<file path="config.mk">
export PLATFORM = sky130hd
export DESIGN_NAME = jhash_pack
export DESIGN_NICKNAME = d
export VERILOG_FILES = /design/src/rtl/jhash_pkg.sv /design/src/rtl/jhash_pack_buf.sv /design/src/rtl/jhash_pack.sv
export SDC_FILE = /design/constraint.sdc
export NUM_CORES = 1
export LEC_CHECK = 0
export ABC_AREA = 1
export CORE_MARGIN = 2
export CORE_UTILIZATION = 55
export DETAILED_ROUTE_END_ITERATION = 10
export DONT_BUFFER_PORTS = 1
export PLACE_DENSITY_LB_ADDON = 0.05
export SYNTH_ARGS = -nofsm -noshare
export SYNTH_HDL_FRONTEND = slang
export SYNTH_HIERARCHICAL = 1
export SYNTH_SLANG_ARGS = --single-unit
export TNS_END_PERCENT = 50
</file>
<file path="constraint.sdc">
create_clock -name clk -period 5.4 [get_ports clk]
set_clock_uncertainty 0.1 [all_clocks]
set_input_delay 1.08 -clock clk [delete_from_list [all_inputs] [get_ports clk]]
set_output_delay 1.08 -clock clk [all_outputs]
set_load 0.05 [all_outputs]
</file>
<file path="src/rtl/jhash_pkg.sv">
// rtl/jhash_pkg.sv - shared constants, FSM encoding and width helper for the jhash packer
//
// Purpose: common definitions imported by jhash_pack and jhash_pack_buf.
//   DW       data word width
//   GROUP    words per mix-stage group
//   state_t  packer FSM encoding
//   cnt_w()  bits needed to hold a count of 0..n
package jhash_pkg;

   localparam int DW    = 32;
   localparam int GROUP = 3;

   typedef enum logic [1:0] {
      ST_IDLE  = 2'd0,
      ST_RUN   = 2'd1,
      ST_FLUSH = 2'd2,
      ST_DONE  = 2'd3
   } state_t;

   function automatic int cnt_w(input int n);
      return $clog2(n + 1);
   endfunction

endpackage

</file>
<file path="src/rtl/jhash_pack_buf.sv">
// rtl/jhash_pack_buf.sv - word shift buffer with variable append and 3-word head pop
//
// Purpose: holds up to IN_LANES+2 words in arrival order. Each cycle it may drop
//   min(cnt,3) words from the head and append 0..IN_LANES words behind the survivors.
//   Slots above cnt are always zero, so the head words come out zero-filled.
// Ports:
//   clk, rst    clock, asynchronous active-high reset
//   clr         synchronous clear of all contents
//   pop         remove min(cnt,3) words from the head
//   push        append push_n words from push_data (lane 0 first)
//   push_n      number of words to append
//   push_data   IN_LANES packed words
//   cnt         occupied words
//   head0..2    oldest three slots
module jhash_pack_buf
   import jhash_pkg::*;
#(
   parameter int IN_LANES = 2
) (
   input  logic                              clk,
   input  logic                              rst,
   input  logic                              clr,
   input  logic                              pop,
   input  logic                              push,
   input  logic [$clog2(IN_LANES+1)-1:0]     push_n,
   input  logic [IN_LANES*DW-1:0]            push_data,
   output logic [cnt_w(IN_LANES+2)-1:0]      cnt,
   output logic [DW-1:0]                     head0,
   output logic [DW-1:0]                     head1,
   output logic [DW-1:0]                     head2
);

   localparam int BUF = IN_LANES + 2;
   localparam int CW  = cnt_w(BUF);

   logic [DW-1:0] mem     [BUF];
   logic [DW-1:0] mem_nxt [BUF];
   logic [CW-1:0] cnt_nxt;

   // Surviving words shift down by popn; new lanes land right behind them.
   always_comb begin
      int popn;
      int keep;
      int addn;
      popn = 0;
      if (pop) popn = (int'(cnt) < GROUP) ? int'(cnt) : GROUP;
      keep = int'(cnt) - popn;
      addn = push ? int'(push_n) : 0;
      for (int i = 0; i < BUF; i++) begin
         mem_nxt[i] = '0;
         for (int j = 0; j < BUF; j++)
            if (i < keep && j == i + popn) mem_nxt[i] = mem[j];
         for (int l = 0; l < IN_LANES; l++)
            if (l < addn && i == keep + l) mem_nxt[i] = push_data[l*DW +: DW];
      end
      cnt_nxt = CW'(keep + addn);
   end

   always_ff @(posedge clk or posedge rst) begin
      if (rst) begin
         cnt <= '0;
         for (int i = 0; i < BUF; i++) mem[i] <= '0;
      end else if (clr) begin
         cnt <= '0;
         for (int i = 0; i < BUF; i++) mem[i] <= '0;
      end else begin
         cnt <= cnt_nxt;
         for (int i = 0; i < BUF; i++) mem[i] <= mem_nxt[i];
      end
   end

   assign head0 = mem[0];
   assign head1 = mem[1];
   assign head2 = mem[2];

endmodule

</file>
<file path="src/rtl/jhash_pack.sv">
// rtl/jhash_pack.sv - repacks IN_LANES-word FWFT beats into 3-word groups for jhash
//
// Purpose: pops beats from a first-word-fall-through FIFO, regroups the words into
//   3-word groups, flushes a zero-filled tail group with a word count and tracks the
//   message length.
// Ports:
//   clk, rst                      clock, asynchronous active-high reset
//   ce                            enable; low clears the block back to IDLE
//   src_empty/src_data/src_last   FWFT source beat, lane 0 = oldest word
//   src_nlanes                    valid lanes on the final beat
//   src_getn                      active-low pop strobe
//   stream_ack                    consumer accepts the presented group
//   stream_data0..2               group words, 0 = oldest
//   stream_valid/done/left        group presented / final group / valid words
//   stream_len                    words accepted this message
module jhash_pack
   import jhash_pkg::*;
#(
   parameter int IN_LANES = 2,
   parameter int LEN_W    = 32
) (
   input  logic                          clk,
   input  logic                          rst,
   input  logic                          ce,
   input  logic                          src_empty,
   input  logic [IN_LANES*DW-1:0]        src_data,
   input  logic                          src_last,
   input  logic [$clog2(IN_LANES+1)-1:0] src_nlanes,
   output logic                          src_getn,
   input  logic                          stream_ack,
   output logic [DW-1:0]                 stream_data0,
   output logic [DW-1:0]                 stream_data1,
   output logic [DW-1:0]                 stream_data2,
   output logic                          stream_valid,
   output logic                          stream_done,
   output logic [1:0]                    stream_left,
   output logic [LEN_W-1:0]              stream_len
);

   localparam int BUF = IN_LANES + 2;
   localparam int CW  = cnt_w(BUF);
   localparam int NW  = $clog2(IN_LANES + 1);

   state_t        state;
   logic [CW-1:0] cnt;
   logic [NW-1:0] n;
   logic          pop;
   logic          fire;
   logic [DW-1:0] h0, h1, h2;

   jhash_pack_buf #(.IN_LANES(IN_LANES)) u_buf (
      .clk       (clk),
      .rst       (rst),
      .clr       (~ce),
      .pop       (fire),
      .push      (pop),
      .push_n    (n),
      .push_data (src_data),
      .cnt       (cnt),
      .head0     (h0),
      .head1     (h1),
      .head2     (h2)
   );

   // Output decode straight from the registered state and buffer contents, so the
   // presented group cannot change while it waits for an ack.
   always_comb begin
      n            = src_last ? src_nlanes : NW'(IN_LANES);
      stream_valid = 1'b0;
      stream_done  = 1'b0;
      stream_left  = 2'd0;
      case (state)
         ST_RUN: begin
            if (int'(cnt) >= GROUP) begin
               stream_valid = 1'b1;
               stream_left  = 2'd3;
            end
         end
         ST_FLUSH: begin
            stream_valid = 1'b1;
            stream_done  = (int'(cnt) <= GROUP);
            stream_left  = stream_done ? 2'(cnt) : 2'd3;
         end
         default: ;
      endcase
      stream_data0 = stream_valid ? h0 : '0;
      stream_data1 = stream_valid ? h1 : '0;
      stream_data2 = stream_valid ? h2 : '0;
      fire         = stream_valid & stream_ack;
      // Space check counts the words the same-cycle fire frees up.
      pop = (state == ST_RUN) && ce && !src_empty &&
            ((int'(cnt) - (fire ? GROUP : 0) + int'(n)) <= BUF);
      src_getn = ~pop;
   end

   always_ff @(posedge clk or posedge rst) begin
      if (rst) begin
         state      <= ST_IDLE;
         stream_len <= '0;
      end else if (!ce) begin
         state      <= ST_IDLE;
         stream_len <= '0;
      end else begin
         case (state)
            ST_IDLE: begin
               state      <= ST_RUN;
               stream_len <= '0;
            end
            ST_RUN: begin
               if (pop) begin
                  stream_len <= stream_len + LEN_W'(n);
                  if (src_last) state <= ST_FLUSH;
               end
            end
            ST_FLUSH: begin
               if (fire && stream_done) state <= ST_DONE;
            end
            default: ;
         endcase
      end
   end

endmodule

</file>
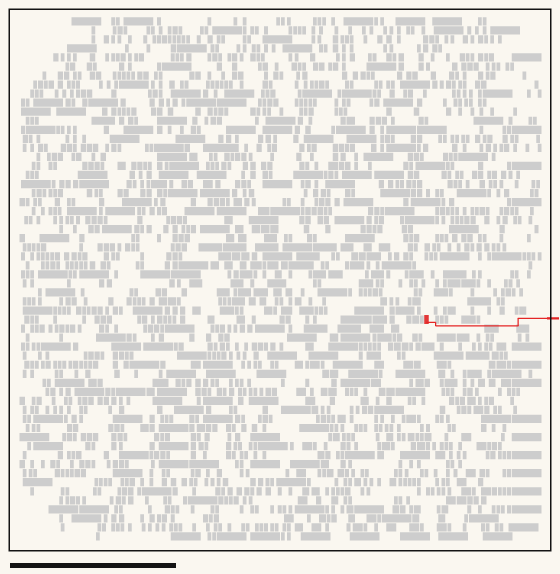
**Above:** run 1 (wires at chosen ports, followed through buffers).
Scale bar: 50 um.
color	port	bits	direction	edge	end cells	buffers	wire
red	stream_done	1	output	right	1	0	40.3 um
I/O Pins: 205
IO buf count: 0

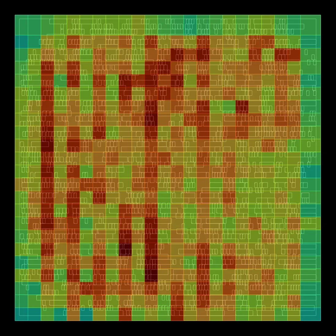
**Above:** run 1 (congestion heat map).
met1 Use GR: 44.4%
met2 usage in global routing: 53.3%

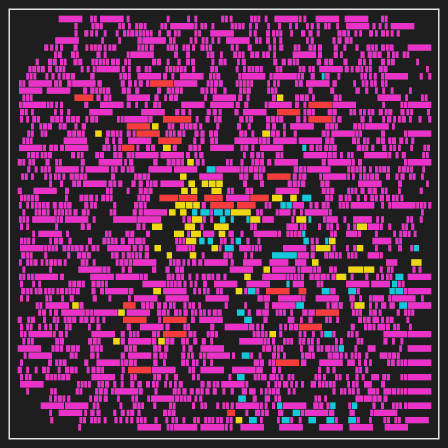
**Above:** run 1 (cells by drive strength).
color	size	cells	most used
yellow	_3 and _4 cells	56	buf_4
magenta	_0 and _1 cells	1938	nand2_1
cyan	_2 cells	49	o21ai_2
red	_6 and larger	28	clkbuf_16
design area: 0.0138 mm2
final worst setup slack: 0.478 ns
Synth-to-Final Area Change: -0.453%
Buffers excl. clock: 31

==> impl_metrics.yaml, run 1 <==
# yosys + openroad results
setup_path:
  crit_type: "flop to flop"
  startpoint_type: "flop"
  path_buffers: 7
  cp-end-kind: "flop"
  critical-path-top-delay-family: "simple AND/OR/NAND/NOR gates"
  cp.required_ns: 5.66
  worst_path_max_delay_cell: "nor2_2"
  crit_chain: "inv_1, ha_1, o21ai_1, nor2_1, o21ai_4, inv_1, nand2_1, inv_1, inv_2, nor2_4, ha_1, inv_1, fa_1, nor4_1, ha_1, inv_1, nor2_2, buf_4, nand2_1, nand3_1, nand2_1, nand3_1, nand2_1, nand2_1"
  critPathArrivalTime_ns: 5.18
  crit_fanout: 18
  max_stage_delay_ns: 0.75
cts:
  cts-root-buf: "clkbuf_16"
  clk_latency_ns: 0.43
  cts_made_buffers: 17
  clock_sinks: 165
  cts_tree: "done"
  path_clk_slew_ns: 0.06
  htreeDepth: 4
  hold_buffers: 0
  clockBufferDepth: 2
placement:
  detailed_place_hpwl_um: 27300
  gp_congestion: 0.925
  placed_area_mm2: 0.0132
yosys:
  area_leaders: "dfrtp_1 30%, nand2_1 17%, inv_1 7.8%"
  ys_sh_simple_pct: 36.5
  top_area_cell: "dfrtp_1"
  ys_cells: 2226
  yosys_warnings: 6
  yosysMostFrequentCell: "nand2_1"
  ys_sh_xor_pct: 0.634
  syn_avg_cell_area_um2: 6.21
  ys_seq_elements: 165
  topCombFamilyByArea: "simple AND/OR/NAND/NOR gates"
  edf_count: 0
  syn-cell-area_mm2: 0.0138
  async_reset_ff_share_pct: 100
  ys_seq_share_pct: 29.9
  yosysChipArea_mm2: 0.0138
  synth.distinct_cells: 40
  netlist.area_leader.share_pct: 29.9
  synthFlopType: "dfrtp_1"
  common_cells: "626 x nand2_1, 286 x inv_1, 251 x nor2_1, 190 x nand3_1, 182 x o21ai_0"
  synthAoiAreaFrac_pct: 12.8
  ys_sh_adder_pct: 2.26
  syn_inst: 2226
  ys_sh_mux_pct: 0
sta:
  report.final.hold_viol_count: 0
  slew_violations: 0
  setup_viol: 0
  holdWs_ns: 0.389
  finalCritPeriodShare_pct: 91.1
  slew_headroom_pct: 21.2
  rsz0062_at_grt: "no"
  period_needed_ns: 4.92
  tightest_slew_ns: 1.19
  fmax_mhz: 203
  tns_ns: 0
run:
  max_cap_violations: 0
  log.warning_count: 30
global_route:
  grt_start_max_net_pins: 98
  antenna_found_initial: 0
  grt_usage_pct: 32.6
  grt_pass1_vias: 12500
  grt_pass1_wl_um: 68100
  grt.overflow.total: 0
die:
  row_count: 58
  die_y_um: 163
  coreArea_mm2: 0.0249
  die_area_mm2: 0.0264
  fp_util_pct: 55.5
  fp.dieW_um: 163
route:
  drc_errors: 0
  vias: 13400
  ant_nets: 0
  routed_via_density: 5.56
  drt_iter0_markers: 1395
  wirelength_um: 43000
  dr.pass1.iters: 6
  wl_per_cell_um: 17.9
final_layout:
  antenna_cells: 0
  drive_above_1_share_pct: 6.42
  layout.cells.most_common: "nand2_1"
  fill_cells: 2620
  layout_top_cells: "626 x nand2_1, 283 x inv_1, 249 x nor2_1, 190 x nand3_1, 182 x o21ai_0"
  nets: 2152
  seqCellArea_mm2: 0.00413
  comb_area_mm2: 0.00728
power_and_ir_drop:
  power_density_mw_per_mm2: 256
  worst_ir_drop_vdd_uv: 189
  total_leakage_power_uw: 0.00639
outcome:
  status: "complete, no violations"
hold_path:
  hp-class: "flop to flop"
-- run 1: routing by layer --
metal  vias to the layer above  global-route usage, %  routed length, um
li1                       6534                      -                  -
met4                         0                   9.37                811
met3                        65                   5.96               3870
met5                         -                      0                  0
met1                      6153                   44.4              18600
met2                       607                   53.3              19800
-- run 1: metrics by stage --
stage	std cells	total power, uW	worst slack (ns)	utilization, %
detailed placement	2369	2320	0.435	53.0
global placement	2369	2310	0.591	53.0
global route	2401	3690	0.00579	55.3
CTS	2401	3530	0.400	55.3
floorplan	2228	2140	0.579	-
finish	2401	3520	0.478	55.3
-- run 1: where the power goes --
| part | internal (uW) | switching [uW] |
|---|---|---|
| sequential | 1260 | 48.2 |
| clock | 663 | 549 |
| combinational | 218 | 783 |
-- run 1: path summary, 6_finish.rpt --
kind                                    start         endpoint  slack (ns)  depth (start not counted)
worst min-delay path            u_buf/mem[30]    u_buf/mem[30]        0.39                          2
worst min register to register  u_buf/mem[30]    u_buf/mem[30]        0.39                          2
worst max register to register       state[1]  u_buf/head0[18]        0.48                         24
min in group asynchronous                 rst    stream_len[5]        0.54                          2
worst max-delay path                 state[1]  u_buf/head0[18]        0.48                         24
max in group asynchronous                 rst     u_buf/cnt[2]        3.39                          2
-- run 1: cell type report --
cell class	count	area share [%]
multi-input combinational	1550	52.9
inverter	293	8.05
sequential	165	30.0
clock inverter	10	0.727
tap	330	3.00
timing repair buffer	31	1.96
clock buffer	22	3.37
-- run 1: cells by family (layout without fill, tap and decap cells) --
group / count (synthesis) / in the layout
other cells: 1 / 3
simple gates: 1182 / 1182
compound gates: 333 / 333
flops: 165 / 165
fa+ha+maj: 22 / 22
xor+xnor: 10 / 10
buf+inv: 513 / 356
-- run 1: what timing repair did --
item	CTS	global route
setup buffers	0	0
gates resized	0	1
endpoints found under the setup margin	0	50
--- run 2 (diff from run 1) ---
--- a/config.mk
+++ b/config.mk
@@ -15,4 +15,3 @@
 export SYNTH_HDL_FRONTEND = slang
 export SYNTH_HIERARCHICAL = 1
 export SYNTH_SLANG_ARGS = --single-unit
-export TNS_END_PERCENT = 50
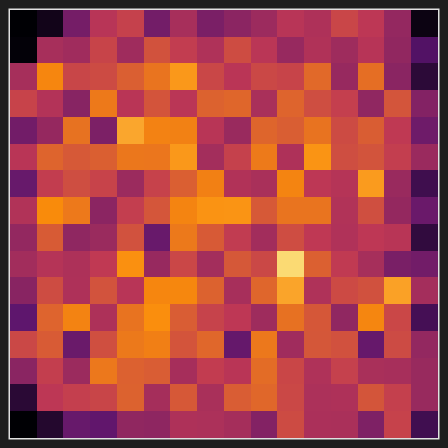
**Above:** run 2 (cell area per tile).
The die is cut into 16 by 16 equal tiles; black is low, pale yellow is high, 0 to 100% covered.
mean over tiles	51%
densest ninth of the die	middle
fullest tile	92%
nearly empty tiles	1.2%
Starting Density: 55.5%
Util after Layout: 55.3%
Core Area: 0.0249 mm2

==> impl_metrics.yaml, run 2 <==
# yosys + openroad results
outcome:
  status: "complete, no violations"
cts:
  cts-root-buf: "clkbuf_16"
  path_clk_slew_ns: 0.06
  post_cts_resized: 0
  clockBufferDepth: 2
  cts_made_buffers: 17
  cts_tree: "done"
  clk_latency_ns: 0.43
  htreeDepth: 4
  hold_buffers: 0
  clock_sinks: 165
final_layout:
  layout.cells.most_common: "nand2_1"
  syn2layout_area_growth_pct: -0.453
  antenna_cells: 0
  layout_top_cells: "626 x nand2_1, 283 x inv_1, 249 x nor2_1, 190 x nand3_1, 182 x o21ai_0"
  nets: 2152
  drive_above_1_share_pct: 6.42
yosys:
  ys_sh_adder_pct: 2.26
  ys_seq_share_pct: 29.9
  syn_inst: 2226
  topCombFamilyByArea: "simple AND/OR/NAND/NOR gates"
  ys_cells: 2226
  async_reset_ff_share_pct: 100
  synthAoiAreaFrac_pct: 12.8
  top_area_cell: "dfrtp_1"
  synthFlopType: "dfrtp_1"
  yosys_warnings: 6
  ys_sh_mux_pct: 0
  syn_avg_cell_area_um2: 6.21
  yosysChipArea_mm2: 0.0138
  netlist.area_leader.share_pct: 29.9
  common_cells: "626 x nand2_1, 286 x inv_1, 251 x nor2_1, 190 x nand3_1, 182 x o21ai_0"
  ys_seq_elements: 165
  synth.distinct_cells: 40
  ys_sh_xor_pct: 0.634
  ys_sh_simple_pct: 36.5
  edf_count: 0
  syn-cell-area_mm2: 0.0138
  area_leaders: "dfrtp_1 30%, nand2_1 17%, inv_1 7.8%"
hold_path:
  hp-class: "flop to flop"
  holdPathStages: 2
placement:
  gp_congestion: 0.925
  place_ws_ns: 0.435
  detailed_place_hpwl_um: 27300
  port_buffers: 0
die:
  io_pins: 205
  row_count: 58
  die_area_mm2: 0.0264
  fp.dieW_um: 163
  die_y_um: 163
global_route:
  grt_start_max_net_pins: 98
  grt_pass1_vias: 12500
  grt_pass1_wl_um: 68100
  grt.overflow.total: 0
  grt_usage_pct: 32.6
  antenna_found_initial: 0
sta:
  rsz0062_at_grt: "no"
  setup_slack_ns: 0.478
  slew_headroom_pct: 21.2
  report.final.hold_viol_count: 0
  finalCritPeriodShare_pct: 91.1
  slew_violations: 0
  period_needed_ns: 4.92
  tns_ns: 0
  fmax_mhz: 203
run:
  max_cap_violations: 0
  log.warning_count: 30
setup_path:
  critical-path-top-delay-family: "simple AND/OR/NAND/NOR gates"
  cp-end-kind: "flop"
  cp.required_ns: 5.66
  worst_path_max_delay_cell: "nor2_2"
  crit_fanout: 18
  path_depth: 24
  rr_worst_depth: 24
  startpoint_type: "flop"
  crit_type: "flop to flop"
  crit_chain: "inv_1, ha_1, o21ai_1, nor2_1, o21ai_4, inv_1, nand2_1, inv_1, inv_2, nor2_4, ha_1, inv_1, fa_1, nor4_1, ha_1, inv_1, nor2_2, buf_4, nand2_1, nand3_1, nand2_1, nand3_1, nand2_1, nand2_1"
  path_buffers: 7
  critPathArrivalTime_ns: 5.18
power_and_ir_drop:
  power_density_mw_per_mm2: 256
  worst_ir_drop_vdd_uv: 189
route:
  dr.pass1.iters: 6
  wl_per_cell_um: 17.9
  drt_iter0_markers: 1395
  routed_via_density: 5.56
  wirelength_um: 43000
  ant_nets: 0
  vias: 13400
  drc_errors: 0
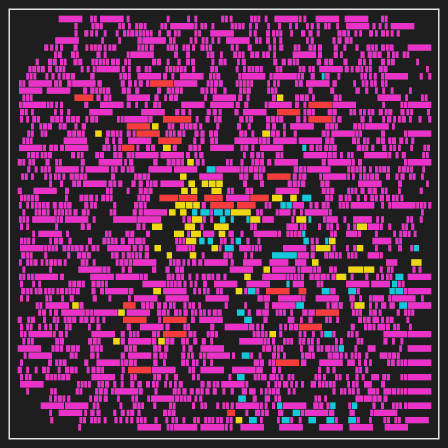
**Above:** run 2 (cells by drive strength).
color	size	cells	most used
yellow	_3 and _4 cells	56	buf_4
red	_6 and larger	28	clkbuf_16
magenta	_0 and _1 cells	1938	nand2_1
cyan	_2 cells	49	o21ai_2

==> run 2: cell counts after synthesis <==
No cell type changed its count.
==> run 2: worst paths after layout <==
| check | from | endpoint | slack, ns |
|---|---|---|---|
| setup / recovery | state[1] | u_buf/head0[18] | 0.48 |
| hold / removal | u_buf/mem[30] | u_buf/mem[30] | 0.39 |
| setup reg to reg | state[1] | u_buf/head0[18] | 0.48 |
| hold reg to reg | u_buf/mem[30] | u_buf/mem[30] | 0.39 |
| max in group asynchronous | rst | u_buf/cnt[2] | 3.39 |
| min in group asynchronous | rst | stream_len[5] | 0.54 |
==> run 2: layout make-up <==
type	count	area, um2
Sequential cell	165	4130
Inverter	293	1110
Fill cell	2620	11100
Timing Repair Buffer	31	270
Multi-Input combinational cell	1550	7280
Clock buffer	22	464
Tap cell	330	413
Clock inverter	10	100
==> run 2: kinds of logic after synthesis <==
kind of cell    after synthesis
other cells                   1
xor+xnor                     10
fa+ha+maj                    22
flops                       165
buf+inv                     513
simple gates               1182
compound gates              333
==> run 2: metal layers <==
layer / GRT usage, % / routed length (um)
met5: 0 / 0
met4: 9.37 / 811
met3: 5.96 / 3870
met2: 53.3 / 19800
met1: 44.4 / 18600
==> run 2: power breakdown <==
group,internal [uW],switching (uW),leakage (uW)
clock network,663,549,0.000263
logic,218,783,0.00382
registers,1260,48.2,0.00230
==> run 2: metrics by stage <==
| stage | instances | instance area, um2 | hold WS (ns) |
|---|---|---|---|
| after floorplan | 2228 | 13800 | 0.353 |
| after global placement | 2369 | 13200 | 0.370 |
| after detailed placement | 2369 | 13200 | 0.376 |
| after CTS | 2401 | 13800 | 0.390 |
| after global routing | 2401 | 13800 | 0.401 |
| final | 2401 | 13800 | 0.389 |
**Run 2: wires at chosen ports, followed through buffers**

Scale bar: 50 um.
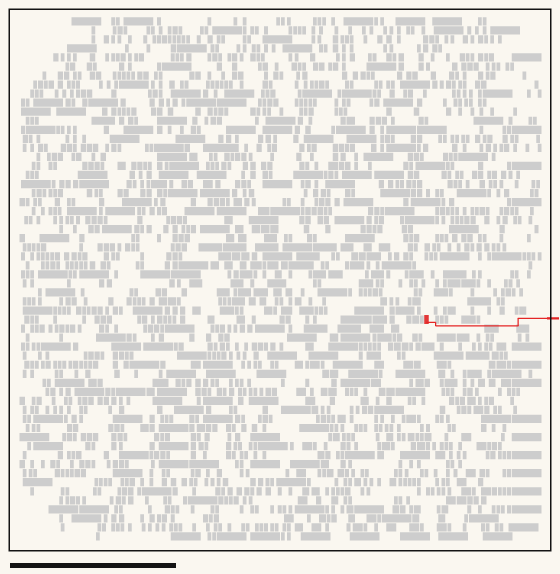

--- run 3 (diff from run 2) ---
--- a/config.mk
+++ b/config.mk
@@ -6,6 +6,7 @@
 export NUM_CORES = 1
 export LEC_CHECK = 0
 export ABC_AREA = 1
+export CORE_ASPECT_RATIO = 2
 export CORE_MARGIN = 2
 export CORE_UTILIZATION = 55
 export DETAILED_ROUTE_END_ITERATION = 10
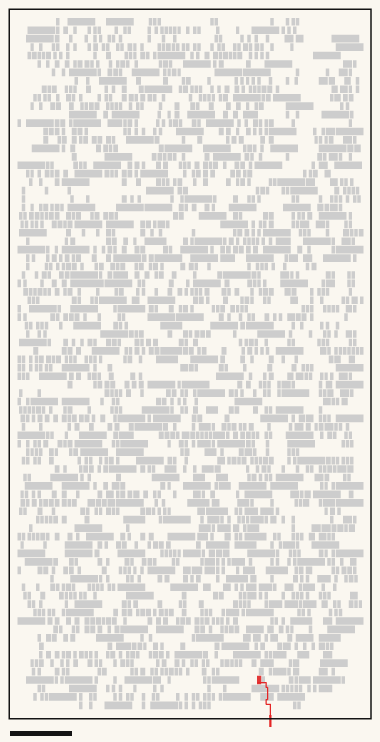
**Above:** run 3 (wires at chosen ports, followed through buffers).
Scale bar: 20 um.
color	port	bits	direction	edge	end cells	buffers	wire
red	stream_done	1	output	bottom	1	0	16.1 um

==> impl_metrics.yaml, run 3 <==
# yosys + openroad results
sta:
  slew_violations: 0
  period_needed_ns: 5.03
  finalCritPeriodShare_pct: 93.1
  slew_headroom_pct: 17.2
  tightest_slew_ns: 1.24
  holdWs_ns: 0.390
  setup_viol: 0
  tns_ns: 0
  rsz0062_at_grt: "no"
  fmax_mhz: 199
yosys:
  common_cells: "626 x nand2_1, 286 x inv_1, 251 x nor2_1, 190 x nand3_1, 182 x o21ai_0"
  synth.distinct_cells: 40
  yosysMostFrequentCell: "nand2_1"
  ys_seq_share_pct: 29.9
  area_leaders: "dfrtp_1 30%, nand2_1 17%, inv_1 7.8%"
  async_reset_ff_share_pct: 100
  synthFlopType: "dfrtp_1"
  edf_count: 0
  ys_cells: 2226
  syn_inst: 2226
  ys_seq_elements: 165
  syn-cell-area_mm2: 0.0138
cts:
  hold_buffers: 0
  cts-root-buf: "clkbuf_16"
  clock_sinks: 165
  cts_setup_buffers: 0
  cts_made_buffers: 17
  post_cts_resized: 0
  path_clk_slew_ns: 0.06
  clockBufferDepth: 2
final_layout:
  antenna_cells: 0
  utilization_pct: 55.3
  layoutNonFillerInstCount: 2400
  layout_top_cells: "625 x nand2_1, 283 x inv_1, 249 x nor2_1, 190 x nand3_1, 182 x o21ai_0"
  drive_above_1_share_pct: 6.15
  fill_cells: 2661
  layout.cells.most_common: "nand2_1"
  nets: 2145
route:
  wl_per_cell_um: 19.8
  ant_nets: 0
  dr.pass1.iters: 6
  vias: 13800
  wirelength_um: 47600
  drc_errors: 0
power_and_ir_drop:
  p_comb_uw: 1060
  worst_ir_drop_vdd_uv: 206
  intPower_uw: 2210
  power_leader: "sequential cells"
  power_density_mw_per_mm2: 264
  comb_power_share_pct: 29.0
  clk-power_uw: 1270
  clkPwrFrac_pct: 35.0
  pg_seq_uw: 1310
  power_switching_share_pct: 39.2
  p_switching_uw: 1420
setup_path:
  worst_path_max_delay_cell: "fa_1"
  startpoint_type: "flop"
  cp.required_ns: 5.62
  cp-end-kind: "flop"
  crit_type: "flop to flop"
  regToRegStartpoint: "state[1]"
  max_stage_delay_ns: 0.52
global_route:
  grt_pass1_wl_um: 73700
  grt_pass1_vias: 13300
  grt_start_max_net_pins: 98
  antenna_found_initial: 0
  grt.overflow.total: 0
hold_path:
  hp-class: "flop to flop"
  hp-start: "u_buf/mem[14]"
outcome:
  status: "complete, no violations"
placement:
  dp.cells: 2368
  port_buffers: 0
  gp_congestion: 0.949
  detailed_place_hpwl_um: 30100
  place_ws_ns: 0.436
die:
  coreArea_mm2: 0.0249
  die_y_um: 228
  fp_util_pct: 55.4
  row_count: 82
  fp.dieW_um: 116
run:
  log.warning_count: 30
  max_cap_violations: 0
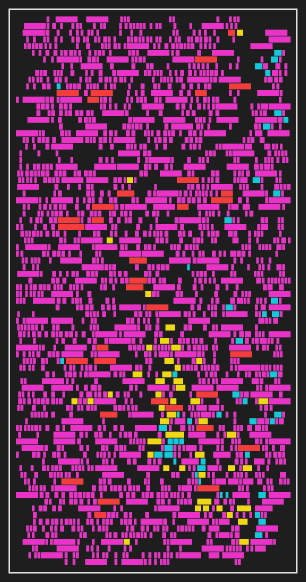
**Above:** run 3 (cells by drive strength).
color	size	cells	most used
yellow	_3 and _4 cells	46	buf_4
magenta	_0 and _1 cells	1937	nand2_1
cyan	_2 cells	47	o21ai_2
red	_6 and larger	34	clkbuf_16
Buffers excl. clock: 24
design area: 0.0138 mm2
final worst setup slack: 0.370 ns

==> run 3: cell counts after synthesis <==
No cell type changed its count.
==> run 3: cell families after synthesis <==
| logic type | count (synthesis) | share of synthesized area (%) |
|---|---|---|
| AND-OR/OR-AND | 333 | 12.8 |
| XOR/XNOR | 10 | 0.634 |
| adder cells (fa/ha/maj) | 22 | 2.26 |
| buffers and inverters | 513 | 17.8 |
| flip-flops | 165 | 29.9 |
| other | 1 | 0.0271 |
| AND/OR/NAND/NOR | 1182 | 36.5 |
==> run 3: final timing paths <==
kind                                   to  slack (ns)
min                         u_buf/mem[14]        0.39
max                         u_buf/mem[19]        0.37
max reg2reg                 u_buf/mem[19]        0.37
max in group asynchronous  u_buf/head0[8]        3.50
min reg2reg                 u_buf/mem[14]        0.39
min in group asynchronous  stream_len[31]        0.50
==> run 3: per-layer routing <==
layer	routed length [um]	GRT usage [%]	part of all wire (%)
met1	16900	39.7	35
met4	2900	22.8	6.1
met2	23700	61.6	50
met5	0	0	0
met3	4090	8.71	8.6
==> run 3: metrics by stage <==
stage               instance area, um2  total power [uW]
floorplan                        13800              2140
global placement                 13200              2360
detailed placement               13200              2370
CTS                              13800              3630
global route                     13800              3790
finish                           13800              3640
==> run 3: worst max-delay path: cells and delay by family, from the launching register on <==
family | cells | cell delay, ns
AOI/OAI and AO/OA | 5 | 0.51
and+or+nand+nor | 11 | 1.48
adders and majority gates | 4 | 1.32
buffers and inverters | 8 | 1.06
DFF | 1 | 0.40
==> run 3: layout make-up <==
class | instances | area [um2] | share of cell area, %
sequential | 165 | 4130 | 29.9
clock inverter | 6 | 65.1 | 0.472
clock buffer | 26 | 529 | 3.84
multi-input combinational | 1550 | 7290 | 52.9
timing repair buffer | 24 | 243 | 1.76
inverter | 293 | 1110 | 8.03
tap | 336 | 420 | 3.05
No activity file was given, so power comes from the tool's default toggle rates.
